==> config.mk <==
export PLATFORM = sky130hd
export DESIGN_NAME = vga_vram_arbiter
export DESIGN_NICKNAME = d
export VERILOG_FILES = /design/src/rtl/vga_pkg.sv /design/src/rtl/rr_arbiter2.sv /design/src/rtl/vga_vram_arbiter.sv
export SDC_FILE = /design/constraint.sdc
export NUM_CORES = 1
export LEC_CHECK = 0
export CAP_MARGIN = 20
export CORE_AREA = 2 2 116 118
export CTS_BUF_LIST = sky130_fd_sc_hd__clkbuf_16
export DETAILED_ROUTE_END_ITERATION = 8
export DIE_AREA = 0 0 118 120
export GPL_ROUTABILITY_DRIVEN = 0
export PLACE_DENSITY = 0.79
export SLEW_MARGIN = 25
export SYNTH_ARGS = -nofsm -noshare
export SYNTH_HDL_FRONTEND = slang
export SYNTH_SLANG_ARGS = --single-unit
==> constraint.sdc <==
create_clock -name clk -period 5.2 [get_ports clk]
set_input_delay 1.04 -clock clk [delete_from_list [all_inputs] [get_ports clk]]
set_output_delay 1.04 -clock clk [all_outputs]
set_load 0.1 [all_outputs]
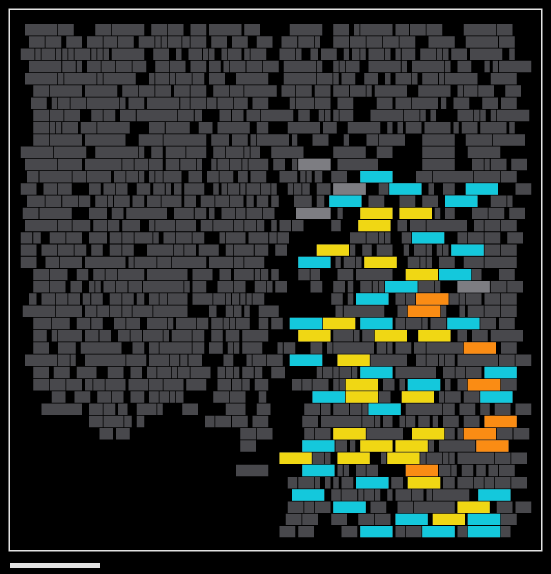
*Sequential cells coloured by netlist name, run 1*
Scale bar: 20 um. Other sequential cells in the stronger grey, the rest of the logic in the fainter grey.
netlist name	colour	sequential cells
`r_curWord`	yellow	24
`pix_out`	orange	8
`r_nextWord`	cyan	32
not coloured	4
Flop+latch power: 534 uW
Layout Utilization: 0.716
fraction of area in registers: 0.147

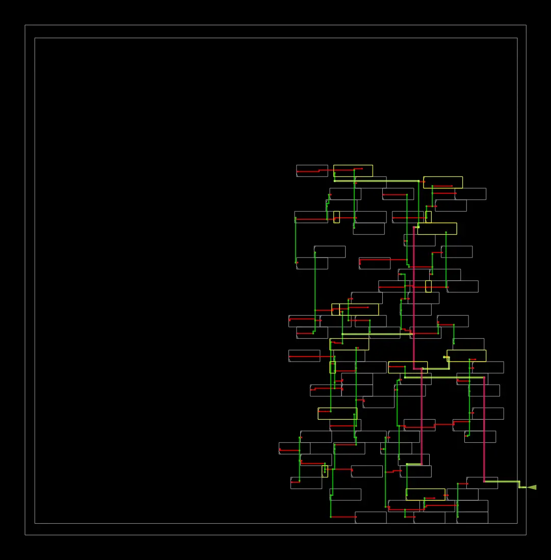
*Clock nets, run 1*
Latency at later pin: 0.32 ns
clk pwr: 506 uW
clock sink total: 68
CTS Buf Count: 9

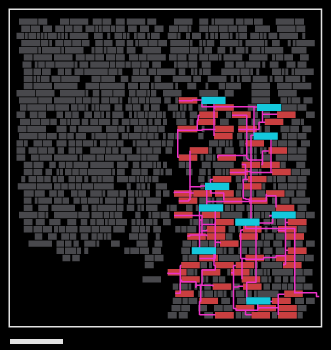
*Clock distribution, run 1*
Scale bar: 20 um.
[flip-flops] red | count: 68
[cells driving clock nets] cyan | count: 9
[clock wires] magenta | length: 742 um
routed clock nets	10
Clk pwr share: 0.248
Max Clock Skew: 0.00538 ns

==> impl_metrics.ini, run 1 <==
; implementation run metrics
[run_status]
outcome = complete, but fails checks
violations = setup timing

[placed_design]
post_dp_cell_area_mm2 = 0.00856
dp_hpwl_um = 14900
preCtsSetupSlack_ns = -0.507
post-place-cells = 1038

[global_routing]
met2_usage = 0.492
use_met3 = 0.0380
grt_use_total = 0.270
grt_pass1_vias = 5993
grt_overflow_total = 0

[logic_synthesis]
async_flop_share = 0
yosysUniqueCellTypes = 58
topCombFamilyByArea = simple AND/OR/NAND/NOR gates
synth_chip_area_mm2 = 0.00510
largest_area_cell = dfxtp_1
ys.flop_type = dfxtp_1
numSynthFlops = 68
synth.yosys.warnings = 0
synthAdderAreaFrac = 0.104
postSynthCellCount = 629
synth_xor_xnor_area_share = 0.0498
ys_cells = 629

[final_layout]
lay_top_count = clkdlybuf4s50_1
flop-count = 68
comb_share = 0.435
lay_top_cells = 154 x clkdlybuf4s50_1, 131 x nand2_1, 76 x buf_4, 67 x dfxtp_1, 54 x buf_12
drive_above_1_share = 0.283
nonClkBufAreaFrac = 0.362
clkCellAreaFrac = 0.0268
diodes = 0
fin_area_mm2 = 0.00929
area_delta_synth_final_pct = 82.3
largest_cell_class = multi-input combinational cells
num-nonclk-buffers = 301
n_all_inverters = 14

[floorplan]
taps = 176
fp_util = 0.393
die_area_mm2 = 0.0142
std_cell_rows = 42
core-area_mm2 = 0.0130
die_w_um = 118

[clock_network]
cts_resized = 40
cts_setup_buffers = 20
tritoncts = built
ctsHoldBuffers = 0
clk_pin_slew_ns = 0.05
clock_path_buffers = 2

[detailed_routing]
drc = 0
avgViaCountPerCell = 5.62
ant_nets = 0
drtPass1Iterations = 5
drt-met1-wl_um = 7670
vias = 6066
dr.first_iter.drc_count = 592
top_layer = met4

[setup_path]
path_max_fanout = 6
worstPathCellList = clkdlybuf4s15_1, buf_4, ha_1, nand3_1, xor2_1, nor2_4, ha_4, buf_6, fa_2, a21o_1, nand3_2, a31oi_4, o31ai_2, o2bb2ai_1, a221o_2, buf_12
reg2reg_depth = 6
slowest_delay_ns = 0.39
ff2ff_setup_slack_ns = 3.48
crit_path_start_kind = input pin
crit_family = AND-OR/OR-AND gates
cp.arrival_ns = 4.35
cp.depth = 16
cp_num_buf_inv = 4
crit_type = in2out

[sta]
max_freq_mhz = 186
hold_violations = 0
finalSetupTns_ns = -0.332
finalSetupViolations = 3
timing.final.ws_setup_ns = -0.188
hold_ws_ns = 0.460
worst_pin_slew_ns = 1.03

[pwr]
p_comb_frac = 0.491
comb_cell_power_mw = 1.00
seq_power_share = 0.261
p_per_area_mw_per_mm2 = 220

[min_path]
hold_path_depth = 2
hold_class = reg2reg
==> run 1: worst register-to-register path, delay by kind of cell, from the launching register on <==
kind | cells | cell delay (ns)
and+or+nand+nor | 3 | 0.66
muxes | 1 | 0.31
buffers and inverters | 1 | 0.22
AOI/OAI and AO/OA | 1 | 0.17
DFF | 1 | 0.31
==> run 1: cells in the mapped netlist (all sizes together) (7+ instances only) <==
library cell    n
xnor2          19
a21oi          42
mux2i          50
ha             39
nand3          17
mux4            8
o21ai          13
buf            15
nor3            7
xor2           10
nor2           23
clkbuf         26
nor2b          36
a21boi         24
nand2         131
inv            14
dfxtp          68
and3           11
==> run 2: changes to the inputs <==
--- a/config.mk
+++ b/config.mk
@@ -13,4 +13,3 @@
 export GPL_ROUTABILITY_DRIVEN = 0
-export PLACE_DENSITY = 0.79
-export SLEW_MARGIN = 25
+export PLACE_DENSITY = 0.85
 export SYNTH_ARGS = -nofsm -noshare
--- a/constraint.sdc
+++ b/constraint.sdc
@@ -3,2 +3,2 @@
 set_output_delay 1.04 -clock clk [all_outputs]
-set_load 0.1 [all_outputs]
+set_load 0.02 [all_outputs]
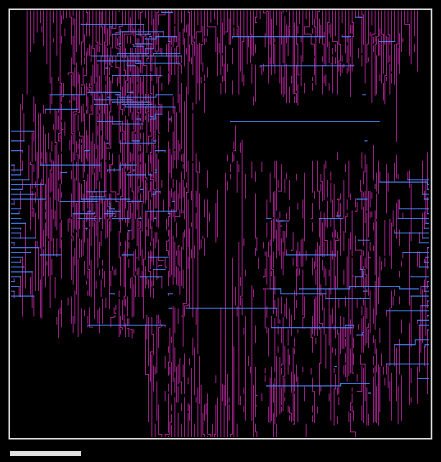
*Routed metal, one colour a layer, run 2*
Scale bar: 20 um. Two of the layers only.
layer	colour	wire length
met3	blue	964 um
met2	magenta	9,360 um
final wirelength: 18,400 um
DR vias: 5,735

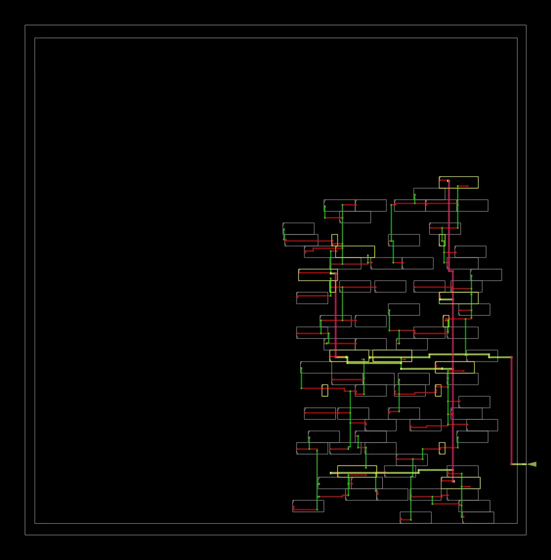
*Clock nets, run 2*
clock buf count: 9
Latency at later pin: 0.33 ns
Seq cells: 68
clk pwr: 510 uW

==> impl_metrics.ini, run 2 <==
; implementation run metrics
[pwr]
clkPwrFrac = 0.302
p_leak_nw = 3.55
p_comb_frac = 0.382
p_per_area_mw_per_mm2 = 202
seq_power_share = 0.316
swShare = 0.301

[detailed_routing]
dr.first_iter.drc_count = 481
avgViaCountPerCell = 5.29
drc = 0
drt-met1-wl_um = 7460
wl_per_cell_um = 17.0
top_layer = met4
drtPass1Iterations = 5
ant_nets = 0

[min_path]
hold_class = reg2reg
hold_path_depth = 2

[setup_path]
crit_family = AND-OR/OR-AND gates
cp.depth = 15
crit_type = in2out
crit_path_start_kind = input pin
ff2ff_setup_slack_ns = 3.42
cp_num_buf_inv = 3
path_max_fanout = 5
reg2reg_depth = 7
slowest_delay_ns = 0.53
worstPathCellList = clkbuf_2, or4_4, nor3_2, buf_4, nor2b_2, ha_1, ha_4, fa_2, a21o_1, nand3_2, a31oi_4, o31ai_2, o2bb2ai_1, a221o_1, buf_6
cp.arrival_ns = 4.15

[final_layout]
diodes = 0
lay_top_count = clkdlybuf4s50_1
fin_area_mm2 = 0.00837
area_delta_synth_final_pct = 64.3
lay_top_cells = 157 x clkdlybuf4s50_1, 131 x nand2_1, 85 x buf_4, 67 x dfxtp_1, 48 x mux2i_1
largest_register_ffs = 32
drive_above_1_share = 0.169

[placed_design]
dp_hpwl_um = 13400
preCtsSetupSlack_ns = -0.747
port_buffers = 216
post-place-cells = 1057
post_dp_cell_area_mm2 = 0.00789

[global_routing]
met2_usage = 0.436
use_met3 = 0.0280
busiest_layer = met2
grt_max_degree = 68
grt_overflow_total = 0
grt_pass1_wl_um = 27600
use_met1 = 0.290
grt_pass1_vias = 5502
grt_use_total = 0.241

[floorplan]
die_h_um = 120
fp_util = 0.393
die_area_mm2 = 0.0142
core-area_mm2 = 0.0130
std_cell_rows = 42
die_w_um = 118

[logic_synthesis]
async_flop_share = 0
ys_sh_simple = 0.236
synth_xor_xnor_area_share = 0.0498
synth_chip_area_mm2 = 0.00510
common_cells = 131 x nand2_1, 68 x dfxtp_1, 49 x mux2i_1
largest_area_cell = dfxtp_1
yosysTopAreaCellShare = 0.267
synth.yosys.warnings = 0
postSynthAreaPerCell_um2 = 8.10
synthAdderAreaFrac = 0.104
postSynthCellCount = 629
top_cell = nand2_1
ys.flop_type = dfxtp_1
yosysUniqueCellTypes = 58
area_leaders = dfxtp_1 27%, nand2_1 9.6%, mux2i_1 9.6%, ha_1 9.6%, nor2b_1 4.4%
ys_cells = 629
numSynthFlops = 68
synth-edff-count = 0
topCombFamilyByArea = simple AND/OR/NAND/NOR gates

[sta]
timing.final.ws_setup_ns = 0.00869
max_freq_mhz = 193
finalSetupViolations = 0
worst_pin_slew_ns = 1.04
finalSetupTns_ns = 0
hold_ws_ns = 0.458
skew_ns = 0.00322
hold_violations = 0
period_minus_slack_ns = 5.19

[run_status]
outcome = complete, no violations

[clock_network]
clock_path_buffers = 2
tritoncts = built
clk_pin_slew_ns = 0.05
clock_sinks = 68
cts_buffers = 9
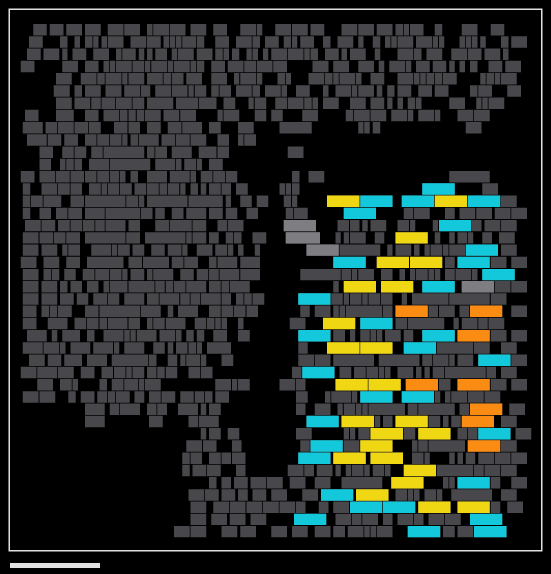
*Sequential cells coloured by netlist name, run 2*
Scale bar: 20 um. Other sequential cells in the stronger grey, the rest of the logic in the fainter grey.
netlist name	colour	sequential cells
`r_nextWord`	cyan	32
`r_curWord`	yellow	24
`pix_out`	orange	8
Layout Utilization: 0.645
fraction of area in registers: 0.163
register area: 0.00136 mm^2

-- run 2: cell counts after synthesis --
Identical to the previous run, type by type.
-- run 2: layout make-up --
class	count	area [um^2]
tap	176	220
inverter	14	52.6
clock inverter	7	26.3
multi-input combinational	506	3710
clock buffer	9	225
fill	1042	4610
timing repair buffer	304	2780
sequential	68	1360
-- run 2: power groups by stage --
stage	logic [mW]	registers (mW)	clock network, mW
2_1_floorplan	0.288	0.543	0
3_3_place_gp	0.585	0.544	0
3_5_place_dp	0.594	0.545	0
4_1_cts	0.608	0.534	0.515
5_1_grt	0.694	0.534	0.539
6_report	0.647	0.534	0.510
-- run 2: timing repair --
item,4_1_cts,5_1_grt
cloned,0,0
setup buffers,6,5
gates resized,91,29
endpoints found under the setup margin,52,8
hold buffers,0,0
pin swaps,14,18
Power is estimated from default activity; no workload was simulated.
